`src/rtl/seq_scan_ctrl_pkg.sv`:
```
// Shared types and default sizing for the sequence-detector scan controller.
package seq_ctrl_pkg;

    typedef enum logic [2:0] {
        IDLE,
        CLEAR,
        SHIFT,
        DRAIN,
        DONE
    } scan_state_t;

    localparam int DEF_N = 6;
    localparam int DEF_W = 16;

endpackage

```
`src/rtl/seq_scan_ctrl_if.sv`:
```
// Front-end handshake and result bus between the register block and the scan controller.
interface seq_scan_ctrl_if
    import seq_ctrl_pkg::*;
#(
    parameter int N = DEF_N,
    parameter int W = DEF_W
);
    localparam int CW = $clog2(W + 1);
    localparam int PW = $clog2(W);

    logic          start;
    logic          abort;
    logic [W-1:0]  data_in;
    logic [N-1:0]  pat_in;
    logic          busy;
    logic          done;
    logic [CW-1:0] hit_count;
    logic          hit_found;
    logic [PW-1:0] first_hit_pos;

    modport master (
        output start, abort, data_in, pat_in,
        input  busy, done, hit_count, hit_found, first_hit_pos
    );

    modport slave (
        input  start, abort, data_in, pat_in,
        output busy, done, hit_count, hit_found, first_hit_pos
    );

endinterface

```
`src/rtl/seq_scan_ctrl.sv`:
```
// Streams a latched word MSB-first into a serial sequence detector, counting
// matches and recording where the first one ends.
module seq_scan_ctrl
    import seq_ctrl_pkg::*;
#(
    parameter int N = DEF_N,
    parameter int W = DEF_W
) (
    input  logic           clk,
    input  logic           reset_n,
    seq_scan_ctrl_if.slave bus,
    output logic           det_a,
    output logic [N-1:0]   det_seq,
    output logic           det_rst_n,
    input  logic           det_valid
);
    localparam int CW = $clog2(W + 1);
    localparam int PW = $clog2(W);
    localparam logic [PW:0]   K_LAST   = (PW + 1)'(W - 1);
    localparam logic [PW-1:0] POS_LAST = PW'(W - 1);

    scan_state_t   state_q, state_d;
    logic [PW:0]   k_q, k_d;
    logic [W-1:0]  word_q, word_d;
    logic [N-1:0]  pat_q, pat_d;
    logic          busy_q, busy_d;
    logic          done_q, done_d;
    logic [CW-1:0] hit_count_q, hit_count_d;
    logic          hit_found_q, hit_found_d;
    logic [PW-1:0] first_hit_pos_q, first_hit_pos_d;
    logic          det_a_q, det_a_d;
    logic          det_rst_n_q, det_rst_n_d;

    logic          hit;
    logic [PW-1:0] hit_pos;
    logic [PW:0]   k_m1;

    // A hit seen in SHIFT cycle k belongs to the match ending on the previous bit.
    assign k_m1 = k_q - 1'b1;

    always_comb begin
        // NOTE: every combinational output gets a default first so no path can infer a latch.
        state_d         = state_q;
        k_d             = k_q;
        word_d          = word_q;
        pat_d           = pat_q;
        busy_d          = 1'b0;
        done_d          = 1'b0;
        det_a_d         = 1'b0;
        det_rst_n_d     = 1'b1;
        hit_count_d     = hit_count_q;
        hit_found_d     = hit_found_q;
        first_hit_pos_d = first_hit_pos_q;
        hit             = 1'b0;
        hit_pos         = '0;

        unique case (state_q)
            IDLE: begin
                if (bus.start) begin
                    word_d          = bus.data_in;
                    pat_d           = bus.pat_in;
                    hit_count_d     = '0;
                    hit_found_d     = 1'b0;
                    first_hit_pos_d = '0;
                    busy_d          = 1'b1;
                    det_rst_n_d     = 1'b0;
                    state_d         = CLEAR;
                end
            end
            CLEAR: begin
                // The word register doubles as the shifter; its MSB is always the next bit out.
                det_a_d = word_q[W-1];
                word_d  = word_q << 1;
                k_d     = '0;
                busy_d  = 1'b1;
                state_d = SHIFT;
            end
            SHIFT: begin
                busy_d = 1'b1;
                if (det_valid && (k_q != '0)) begin
                    hit     = 1'b1;
                    hit_pos = k_m1[PW-1:0];
                end
                if (k_q == K_LAST) begin
                    state_d = DRAIN;
                end else begin
                    det_a_d = word_q[W-1];
                    word_d  = word_q << 1;
                    k_d     = k_q + 1'b1;
                end
            end
            DRAIN: begin
                if (det_valid) begin
                    hit     = 1'b1;
                    hit_pos = POS_LAST;
                end
                done_d  = 1'b1;
                state_d = DONE;
            end
            DONE: begin
                state_d = IDLE;
            end
            default: begin
                state_d = IDLE;
            end
        endcase

        if (hit) begin
            hit_count_d = hit_count_q + 1'b1;
            if (!hit_found_q) begin
                hit_found_d     = 1'b1;
                first_hit_pos_d = hit_pos;
            end
        end

        if (bus.abort && (state_q inside {CLEAR, SHIFT, DRAIN})) begin
            state_d         = IDLE;
            busy_d          = 1'b0;
            done_d          = 1'b0;
            det_a_d         = 1'b0;
            det_rst_n_d     = 1'b0;
            hit_count_d     = '0;
            hit_found_d     = 1'b0;
            first_hit_pos_d = '0;
        end
    end

    always_ff @(posedge clk or negedge reset_n) begin
        if (!reset_n) begin
            state_q         <= IDLE;
            k_q             <= '0;
            word_q          <= '0;
            pat_q           <= '0;
            busy_q          <= 1'b0;
            done_q          <= 1'b0;
            hit_count_q     <= '0;
            hit_found_q     <= 1'b0;
            first_hit_pos_q <= '0;
            det_a_q         <= 1'b0;
            det_rst_n_q     <= 1'b0;
        end else begin
            // NOTE: non-blocking assignments so every flop samples pre-edge values.
            state_q         <= state_d;
            k_q             <= k_d;
            word_q          <= word_d;
            pat_q           <= pat_d;
            busy_q          <= busy_d;
            done_q          <= done_d;
            hit_count_q     <= hit_count_d;
            hit_found_q     <= hit_found_d;
            first_hit_pos_q <= first_hit_pos_d;
            det_a_q         <= det_a_d;
            det_rst_n_q     <= det_rst_n_d;
        end
    end

    assign bus.busy          = busy_q;
    assign bus.done          = done_q;
    assign bus.hit_count     = hit_count_q;
    assign bus.hit_found     = hit_found_q;
    assign bus.first_hit_pos = first_hit_pos_q;
    assign det_a             = det_a_q;
    assign det_seq           = pat_q;
    assign det_rst_n         = det_rst_n_q;

endmodule

```
`src/flat_wrapper.sv`:
```
// flat-port wrapper written by rule: the top's interface ports become plain ports
module seq_scan_ctrl_flat import seq_ctrl_pkg::*;
#(
    parameter int N = DEF_N,
    parameter int W = DEF_W
)
  (clk, reset_n, det_a, det_seq, det_rst_n, det_valid, bus_start, bus_abort, bus_data_in, bus_pat_in, bus_busy, bus_done, bus_hit_count, bus_hit_found, bus_first_hit_pos);
  seq_scan_ctrl_if #(.N(N), .W(W)) bus_i ();
  input  logic clk;
  input  logic reset_n;
  output logic det_a;
  output logic [N-1:0] det_seq;
  output logic det_rst_n;
  input  logic det_valid;
  input wire logic [$bits(bus_i.start)-1:0] bus_start;
  input wire logic [$bits(bus_i.abort)-1:0] bus_abort;
  input wire logic [$bits(bus_i.data_in)-1:0] bus_data_in;
  input wire logic [$bits(bus_i.pat_in)-1:0] bus_pat_in;
  output wire logic [$bits(bus_i.busy)-1:0] bus_busy;
  output wire logic [$bits(bus_i.done)-1:0] bus_done;
  output wire logic [$bits(bus_i.hit_count)-1:0] bus_hit_count;
  output wire logic [$bits(bus_i.hit_found)-1:0] bus_hit_found;
  output wire logic [$bits(bus_i.first_hit_pos)-1:0] bus_first_hit_pos;
  assign bus_i.start = bus_start;
  assign bus_i.abort = bus_abort;
  assign bus_i.data_in = bus_data_in;
  assign bus_i.pat_in = bus_pat_in;
  assign bus_busy = bus_i.busy;
  assign bus_done = bus_i.done;
  assign bus_hit_count = bus_i.hit_count;
  assign bus_hit_found = bus_i.hit_found;
  assign bus_first_hit_pos = bus_i.first_hit_pos;
  seq_scan_ctrl #(.N(N), .W(W)) u_core (.clk(clk), .reset_n(reset_n), .bus(bus_i), .det_a(det_a), .det_seq(det_seq), .det_rst_n(det_rst_n), .det_valid(det_valid));
endmodule
```
`config.mk`:
```
export PLATFORM = sky130hd
export DESIGN_NAME = seq_scan_ctrl_flat
export DESIGN_NICKNAME = d
export VERILOG_FILES = /design/src/rtl/seq_scan_ctrl_pkg.sv /design/src/rtl/seq_scan_ctrl_if.sv /design/src/rtl/seq_scan_ctrl.sv /design/src/flat_wrapper.sv
export SDC_FILE = /design/constraint.sdc
export NUM_CORES = 1
export LEC_CHECK = 0
export ABC_AREA = 1
export CAP_MARGIN = 30
export CORE_MARGIN = 2
export CORE_UTILIZATION = 55
export DETAILED_ROUTE_END_ITERATION = 8
export PLACE_DENSITY = 0.85
export SYNTH_ARGS = -nofsm -noshare
export SYNTH_HDL_FRONTEND = slang
export SYNTH_SLANG_ARGS = --single-unit
```
`constraint.sdc`:
```
create_clock -name clk -period 3.65 [get_ports clk]
set_clock_uncertainty 0.1 [all_clocks]
set_input_delay 0.73 -clock clk [delete_from_list [all_inputs] [get_ports clk]]
set_output_delay 0.73 -clock clk [all_outputs]
set_load 0.02 [all_outputs]
```
Fig. 1: zoomed window
Window x 41 to 61, y 7 to 27 um. Cells in grey, sequential cells in the stronger grey; small squares are vias.
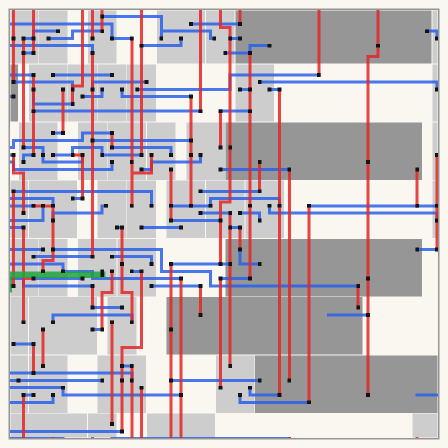
legend:
  metal 1:
    colour: blue
  metal 2:
    colour: red
  metal 3:
    colour: green
netlist names of flops here include: u_core.bus.first_hit_pos (3)
sequential cells in the window: 5
cells with their middle in the window: 36
most frequent: nand3_1 (7), nand2_1 (6)

Fig. 2: register map, names as in the netlist
Scale: 6 px per um. Other sequential cells in the stronger grey, the rest of the logic in the fainter grey.
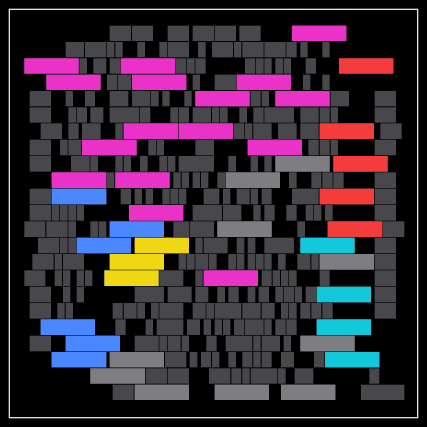
legend:
  u_core.det_seq:
    colour: blue
    sequential_cells: 6
  u_core.word_q:
    colour: magenta
    sequential_cells: 16
  u_core.bus.first_hit_pos:
    colour: cyan
    sequential_cells: 4
    where: south-east
  u_core.bus.hit_count:
    colour: red
    sequential_cells: 5
  u_core.state_q:
    colour: yellow
    sequential_cells: 3
not coloured: 10

Fig. 3: routing congestion
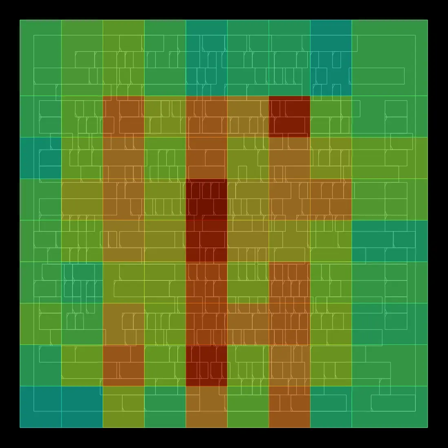
All-Layer GR Usage: 22.0%
Final Core Density: 70.4%
met3 Use GR: 5.59%
met1 global-route usage: 27.8%

Fig. 4: clock wires, drivers and flops
Scale: 4 px per um.
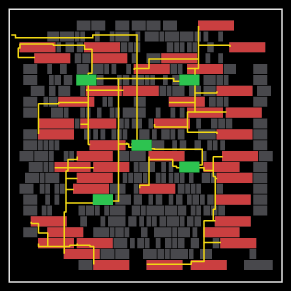
legend:
  clock wires:
    colour: yellow
    length: 503 um
  flip-flops:
    colour: red
    count: 44
  clock drivers:
    colour: green
    count: 5
flops lie: all over the die
routed clock nets: 6
Clk. pwr: 268 uW
Insertion Delay late pin: 290 ps
clock share of power: 11.9%

==> GITHUB_STEP_SUMMARY <==
## PnR job results

| Metric | Value |
|---|---|
| Inst Count DP | roughly 350 |
| Power Sequential | roughly 780 uW |
| Hold/Removal Path Class | in -> async |
| Non-CTS inverters | 35 |
| Core ar. | between 3000 and 4000 um2 |
| Worst r2r src | u_core.k_q[0] |
| FF-to-FF End | u_core.word_q[2] |
| Clkbuf count | 5 |
| Fraction of area in registers | about two fifths |
| Status | finished clean |
| Area share, top type | between 40% and 50% |
| Largest area class, layout | registers |
| Post-CTS setup buffers | 0 |
| Die H | 67.8 um |
| H-tree lvl count | 2 |
| CP required | 2820 ps |
| Power Density | ~810 nW/um2 |
| Gate power share | about 54% |
| Non-clock buffer total of the final layout | 48 |
| Period utilization | between 60% and 70% |
| Critical Path Start Type | register |
| DRT Wirelength | ~4400 um |
| Chip area | 4600 um2 |
| Routed via count | roughly 1.8k |
| Max Cap Viol | 0 |
| TAP cells | about 50 |
| Flop count | between 40 and 50 |
| Pint | around 1.3 mW |
| Root buf cell | clkbuf_8 |
| CP top delay family | buffers and inverters |
| Max-slew violations | 0 |
| Critical path buffers and inverters | 1 |
| Multi-input logic portion of the cell area | 33.9% |
| RSZ-0062 raised after global routing | no |
| CTS clk-pin slew, worst paths | ~70 ps |
| Main logic family | simple AND/OR/NAND/NOR gates |
| Number of enable flip-flop cells | 0 |
| Max incr delay on CP | between 600 and 700 ps |
| Flip-flop count of the largest register after layout | 16 |
| Final setup margin | about 1500 ps |
| Clk sinks | 44 |
-- metal layers --
metal	track usage [%]	routed length, um	share of wire (%)
met3	5.59	220	5.0
met5	0	0	0
met4	8.50	100	2.3
met1	27.8	2000	46
met2	36.4	2060	47
-- cells in the mapped netlist, types with 2 or more instances --
library cell	count
o21ai_0	23
o22ai_1	2
dfrtp_1	44
nor2_4	3
a21oi_1	3
inv_2	5
nor2_2	3
nor3_1	2
nor2_1	6
inv_1	30
xor2_1	4
o21ai_2	10
nand3_1	14
ha_1	5
nand2_1	80
clkbuf_2	2
nand2_2	7
buf_2	2
nand2_4	2
o21ai_1	3
xnor2_1	3
Power and IR drop assume default switching activity.
